--- src/rtl/program_loader.sv ---
// Streams a byte-serial program image (header, instruction words, data words) into the
// processor's load port, then enables execution.
module program_loader #(
  parameter int unsigned MAX_INSTR = 1024,
  parameter int unsigned MAX_DATA  = 1024
) (
  input  logic        clk,
  input  logic        reset,
  input  logic [7:0]  in_byte,
  input  logic        in_valid,
  output logic        in_ready,
  output logic [31:0] new_instruction,
  output logic        word_valid,
  output logic [15:0] load_addr,
  output logic        add_into,
  output logic        start_signal,
  output logic        err
);

  typedef enum logic [2:0] {
    StHdr    = 3'd0,
    StInstr  = 3'd1,
    StSwitch = 3'd2,
    StData   = 3'd3,
    StDone   = 3'd4,
    StErr    = 3'd5
  } state_e;

  state_e      state_q, state_d;
  logic [1:0]  byte_cnt_q, byte_cnt_d;
  logic [23:0] shift_q, shift_d;
  logic [15:0] n_i_q, n_i_d;
  logic [15:0] n_d_q, n_d_d;
  logic [15:0] word_idx_q, word_idx_d;
  logic [31:0] instr_q, instr_d;
  logic [15:0] addr_q, addr_d;
  logic        word_valid_q, word_valid_d;
  logic        add_into_q, add_into_d;
  logic        start_q, start_d;
  logic        err_q, err_d;

  logic        xfer;
  logic        last_byte;
  logic [15:0] hdr_ni;
  logic [15:0] hdr_nd;
  logic [15:0] word_limit;

  // Gated by reset so the loader never advertises readiness while held in reset.
  assign in_ready  = reset & ((state_q == StHdr) | (state_q == StInstr) | (state_q == StData));
  assign xfer      = in_valid & in_ready;
  assign last_byte = (byte_cnt_q == 2'd3);
  assign hdr_ni    = shift_q[23:8];
  assign hdr_nd    = {shift_q[7:0], in_byte};
  assign word_limit = (state_q == StInstr) ? n_i_q : n_d_q;

  always_comb begin
    state_d      = state_q;
    byte_cnt_d   = byte_cnt_q;
    shift_d      = shift_q;
    n_i_d        = n_i_q;
    n_d_d        = n_d_q;
    word_idx_d   = word_idx_q;
    instr_d      = instr_q;
    addr_d       = addr_q;
    word_valid_d = 1'b0;
    add_into_d   = add_into_q;
    start_d      = start_q;
    err_d        = err_q;

    case (state_q)
      StHdr: begin
        if (xfer) begin
          byte_cnt_d = byte_cnt_q + 2'd1;
          shift_d    = {shift_q[15:0], in_byte};
          if (last_byte) begin
            n_i_d = hdr_ni;
            n_d_d = hdr_nd;
            if ((32'(hdr_ni) > MAX_INSTR) || (32'(hdr_nd) > MAX_DATA)) begin
              state_d = StErr;
              err_d   = 1'b1;
            end else if (hdr_ni != 16'd0) begin
              state_d = StInstr;
            end else if (hdr_nd != 16'd0) begin
              state_d = StSwitch;
            end else begin
              state_d = StDone;
            end
          end
        end
      end

      StInstr, StData: begin
        if (xfer) begin
          byte_cnt_d = byte_cnt_q + 2'd1;
          shift_d    = {shift_q[15:0], in_byte};
          if (last_byte) begin
            instr_d      = {shift_q, in_byte};
            addr_d       = word_idx_q;
            word_valid_d = 1'b1;
            word_idx_d   = word_idx_q + 16'd1;
            if (word_idx_q == word_limit - 16'd1) begin
              if (state_q == StInstr && n_d_q != 16'd0) begin
                state_d = StSwitch;
              end else begin
                state_d = StDone;
              end
            end
          end
        end
      end

      StSwitch: begin
        state_d    = StData;
        add_into_d = 1'b1;
        word_idx_d = 16'd0;
      end

      StDone: start_d = 1'b1;

      StErr: ;

      default: state_d = StHdr;
    endcase
  end

  always_ff @(posedge clk or negedge reset) begin
    if (!reset) begin
      state_q      <= StHdr;
      byte_cnt_q   <= 2'd0;
      shift_q      <= 24'd0;
      n_i_q        <= 16'd0;
      n_d_q        <= 16'd0;
      word_idx_q   <= 16'd0;
      instr_q      <= 32'd0;
      addr_q       <= 16'd0;
      word_valid_q <= 1'b0;
      add_into_q   <= 1'b0;
      start_q      <= 1'b0;
      err_q        <= 1'b0;
    end else begin
      state_q      <= state_d;
      byte_cnt_q   <= byte_cnt_d;
      shift_q      <= shift_d;
      n_i_q        <= n_i_d;
      n_d_q        <= n_d_d;
      word_idx_q   <= word_idx_d;
      instr_q      <= instr_d;
      addr_q       <= addr_d;
      word_valid_q <= word_valid_d;
      add_into_q   <= add_into_d;
      start_q      <= start_d;
      err_q        <= err_d;
    end
  end

  assign new_instruction = instr_q;
  assign load_addr       = addr_q;
  assign word_valid      = word_valid_q;
  assign add_into        = add_into_q;
  assign start_signal    = start_q;
  assign err             = err_q;

endmodule

--- config.mk ---
export PLATFORM = sky130hd
export DESIGN_NAME = program_loader
export DESIGN_NICKNAME = d
export VERILOG_FILES = /design/src/rtl/program_loader.sv
export SDC_FILE = /design/constraint.sdc
export NUM_CORES = 1
export LEC_CHECK = 0
export CELL_PAD_IN_SITES_DETAIL_PLACEMENT = 1
export CELL_PAD_IN_SITES_GLOBAL_PLACEMENT = 1
export CORE_AREA = 2 2 133 135
export CTS_CLUSTER_DIAMETER = 40
export CTS_CLUSTER_SIZE = 28
export DETAILED_ROUTE_END_ITERATION = 7
export DIE_AREA = 0 0 135 137
export GPL_ROUTABILITY_DRIVEN = 1
export PLACE_DENSITY_LB_ADDON = 0.1
export SYNTH_ARGS = -nofsm -noshare
export SYNTH_HDL_FRONTEND = slang
export SYNTH_SLANG_ARGS = --single-unit
--- constraint.sdc ---
create_clock -name clk -period 3.3 [get_ports clk]
set_clock_uncertainty 0.1 [all_clocks]
set_input_delay 0.495 -clock clk [delete_from_list [all_inputs] [get_ports clk]]
set_output_delay 0.495 -clock clk [all_outputs]
set_load 0.1 [all_outputs]
==> impl_metrics.toml <==
# synthesis and place-and-route metrics
[power]
swShare = 0.441
power_frac_seq = 0.307
vdd_drop_max_v = 0.000752
power_switching_mw = 3.01
p_comb_mw = 2.75
p_leak_nw = 3.73
p_comb_frac = 0.402
power_leader = "combinational logic"

[yosys]
synth-simple-area-share = 0.167
most_common_cell = "dfrtp_1"
syn_avg_cell_area_um2 = 11.0
synth_async_sr_flop_share = 1.00
area_leaders = "dfrtp_1 52%, mux2_2 15%, nand2_1 5.8%"
edf_count = 0
largest_area_cell = "dfrtp_1"
yosysUniqueCellTypes = 51
ys_sh_mux = 0.175
netlist_area_mm2 = 0.00619
ys_dominant_reg_cell = "dfrtp_1"
ys_seq_share = 0.521
xor_share = 0.0594

[status]
outcome = "complete, no violations"

[global_routing]
grt_pass1_wl_um = 28200
grtUsageMet2 = 0.336
met3_usage = 0.0385
grt_pass1_vias = 4858
met1_usage = 0.269
antenna_found_initial = 0
grt_max_degree = 77
track_usage = 0.203
grt.busiest_layer = "met2"

[worst_setup_path]
r2r_slack_ns = 0.19
cp-end-kind = "register"
required_ns = 3.49
path_cells = "or3b_1 -> mux2i_1 -> ha_1 -> o211ai_1 -> o31ai_1 -> o2111ai_1 -> or3_1 -> nor4_2 -> a21oi_1"
worstPathArrival_ns = 3.30
path_max_fanout = 5
reg2reg_to = "state_q[0]"
reg2regPathDepth = 9
cpLargestDelayFamily = "simple AND/OR/NAND/NOR gates"
criticalPathCategory = "register to register"
start_kind = "register"
path_buffers = 0
cp.depth = 9

[timing]
hold_violations = 0
hold_slack_ns = 0.0977
finalWorstSetupSlack_ns = 0.188
min_period_ns = 3.11
setup_viol = 0
tns_ns = 0
slew_viol_final = 0
worst_pin_slew_ns = 1.08
finalClockPeriodUsage = 0.943

[die]
die_h_um = 137
io_pins = 64
fp_util = 0.363
core_area_mm2 = 0.0171
die-width_um = 135

[cells_and_area]
area_delta_synth_final_pct = 24.0
post-route-util = 0.450
drive_gt1_frac = 0.306
fin_area_mm2 = 0.00768

[route]
via_per_inst = 5.09
drtIter0Drc = 149
totalWireLength_um = 17400
routedWlPerCell_um = 19.8

[run]
warning_count = 26
cap_viol_max_count = 0

[place]
placed_cell_area_mm2 = 0.00705
gp_congestion = 0.826
io_buffers = 63

[cts]
holdBufCountCts = 0
ctsResizeCount = 0
cts_buffers = 17
insertion_delay_ns = 0.43
postCtsSetupBuffers = 0
cts_buffer_depth = 2

[hold_path]
hold_class = "input port to async pin"
[flip-flops by register name, indices dropped and copies added, names as in the netlist]
signal,count
err,1
word_idx_q,16
load_addr,16
byte_cnt_q,2
start_signal,1
shift_q,24
n_d_q,16
n_i_q,16
new_instruction,32
word_valid,1
state_q,3
add_into,1
[cell type report]
cell class	count	area, µm²
fill	1867	9370
sequential	129	3230
multi-input combinational	400	2820
timing repair buffer	87	707
clock buffer	19	453
tap	225	282
clock inverter	13	173
inverter	5	18.8
[placed cells by master, fill, tap and decap left out, types with 2 or more instances in the layout]
cell             Yosys  layout
clkbuf_16            0      17
a31oi_1              3       3
clkinv_4             0       4
nor2_1              33      33
o21ai_0             14      14
inv_6                0       4
o211ai_1             3       3
nor4_2               2       2
nor2b_1              2       2
inv_1                5       5
nand4_1              3       3
buf_4                2      74
or4_1                8       8
buf_12               0       2
nand2_1             96      96
a21o_1               2       2
dfrtp_1            129     129
or3_1                4       4
ha_1                 3       3
and4_1               2       2
nand3_1             10      10
clkdlybuf4s50_1      0      10
mux2i_1             17      17
xnor2_1             24      24
a21oi_1             13      13
xor2_1              18      18
clkbuf_8             0       2
mux2_2              81      81
nor3_1              14      14
and3_1               9       8
nand3b_1             2       2
bufinv_16            0       3
nor4_1              13      13
and2_1               3       3
[routing by layer]
layer	wire, µm	vias up	part of all wire
met5	0	-	0
met4	284	0	0.016
met3	392	18	0.023
met2	8670	57	0.50
met1	8040	2268	0.46
li1	-	2130	-
[how the worst min path moves through the flow]
stage	from	end	slack [ns]	cells past startpoint
floorplan	reset	add_into	0.1	0
global placement	start_signal	start_signal	0.34	1
finish	reset	word_idx_q[2]	0.1	2
CTS	reset	word_idx_q[0]	0.12	2
global route	reset	word_idx_q[2]	0.15	2
detailed placement	err	err	0.35	1
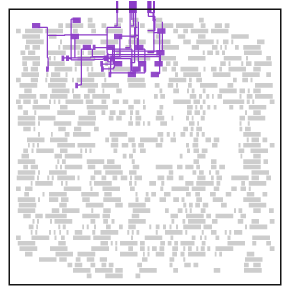
Figure 1: I/O nets highlighted.
Scale: 2 px per µm.
| colour | port | bits | direction | edge | end cells | wire |
|---|---|---|---|---|---|---|
| purple | `in_byte` | 8 | input | north | 26 | 630 µm |

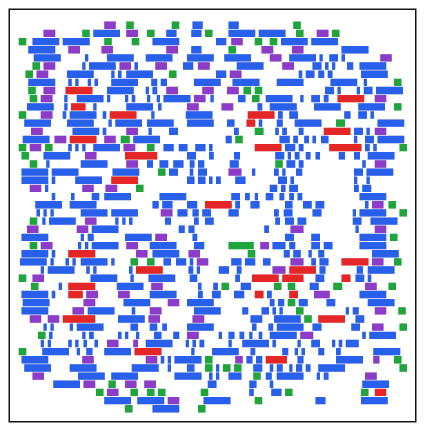
Figure 2: sizing map.
Scale: 3 px per µm.
| colour | size | cells | share | most used |
|---|---|---|---|---|
| green | _3 and _4 cells | 80 | 12% | buf_4 |
| blue | _0 and _1 cells | 453 | 69% | dfrtp_1 |
| red | _6 and larger | 29 | 4.4% | clkbuf_16 |
| purple | _2 cells | 91 | 14% | mux2_2 |

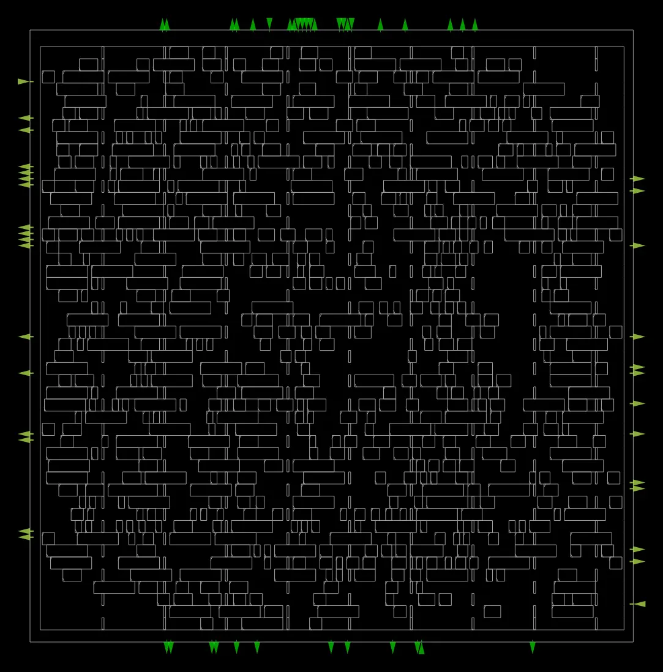
Figure 3: cell outlines without signal wires.
flop count: 129
final std cells w/o fill: 878
std cell rows: 48
Well Taps: 225
Fillers: 1,867

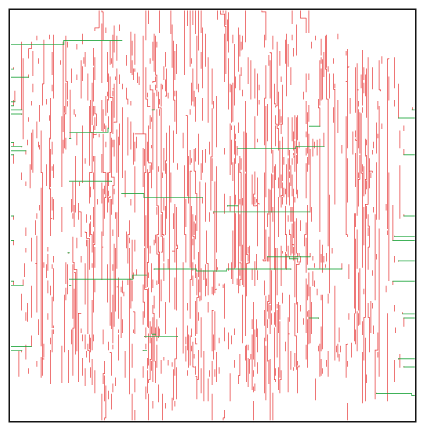
Figure 4: metal layers overlaid.
Scale: 3 px per µm. Two of the layers only.
| colour | layer | wire length |
|---|---|---|
| green | metal 3 | 392 µm |
| red | metal 2 | 8,670 µm |

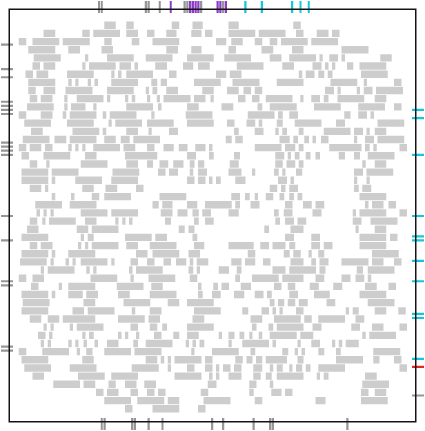
Figure 5: pin placement.
Scale: 3 px per µm. Pins as bars across the die edge, other pins in grey.
| colour | port | pins | direction | edge |
|---|---|---|---|---|
| cyan | `load_addr` | 16 | output | 11 east, 5 north |
| red | `add_into` | 1 | output | east |
| purple | `in_byte` | 8 | input | north |

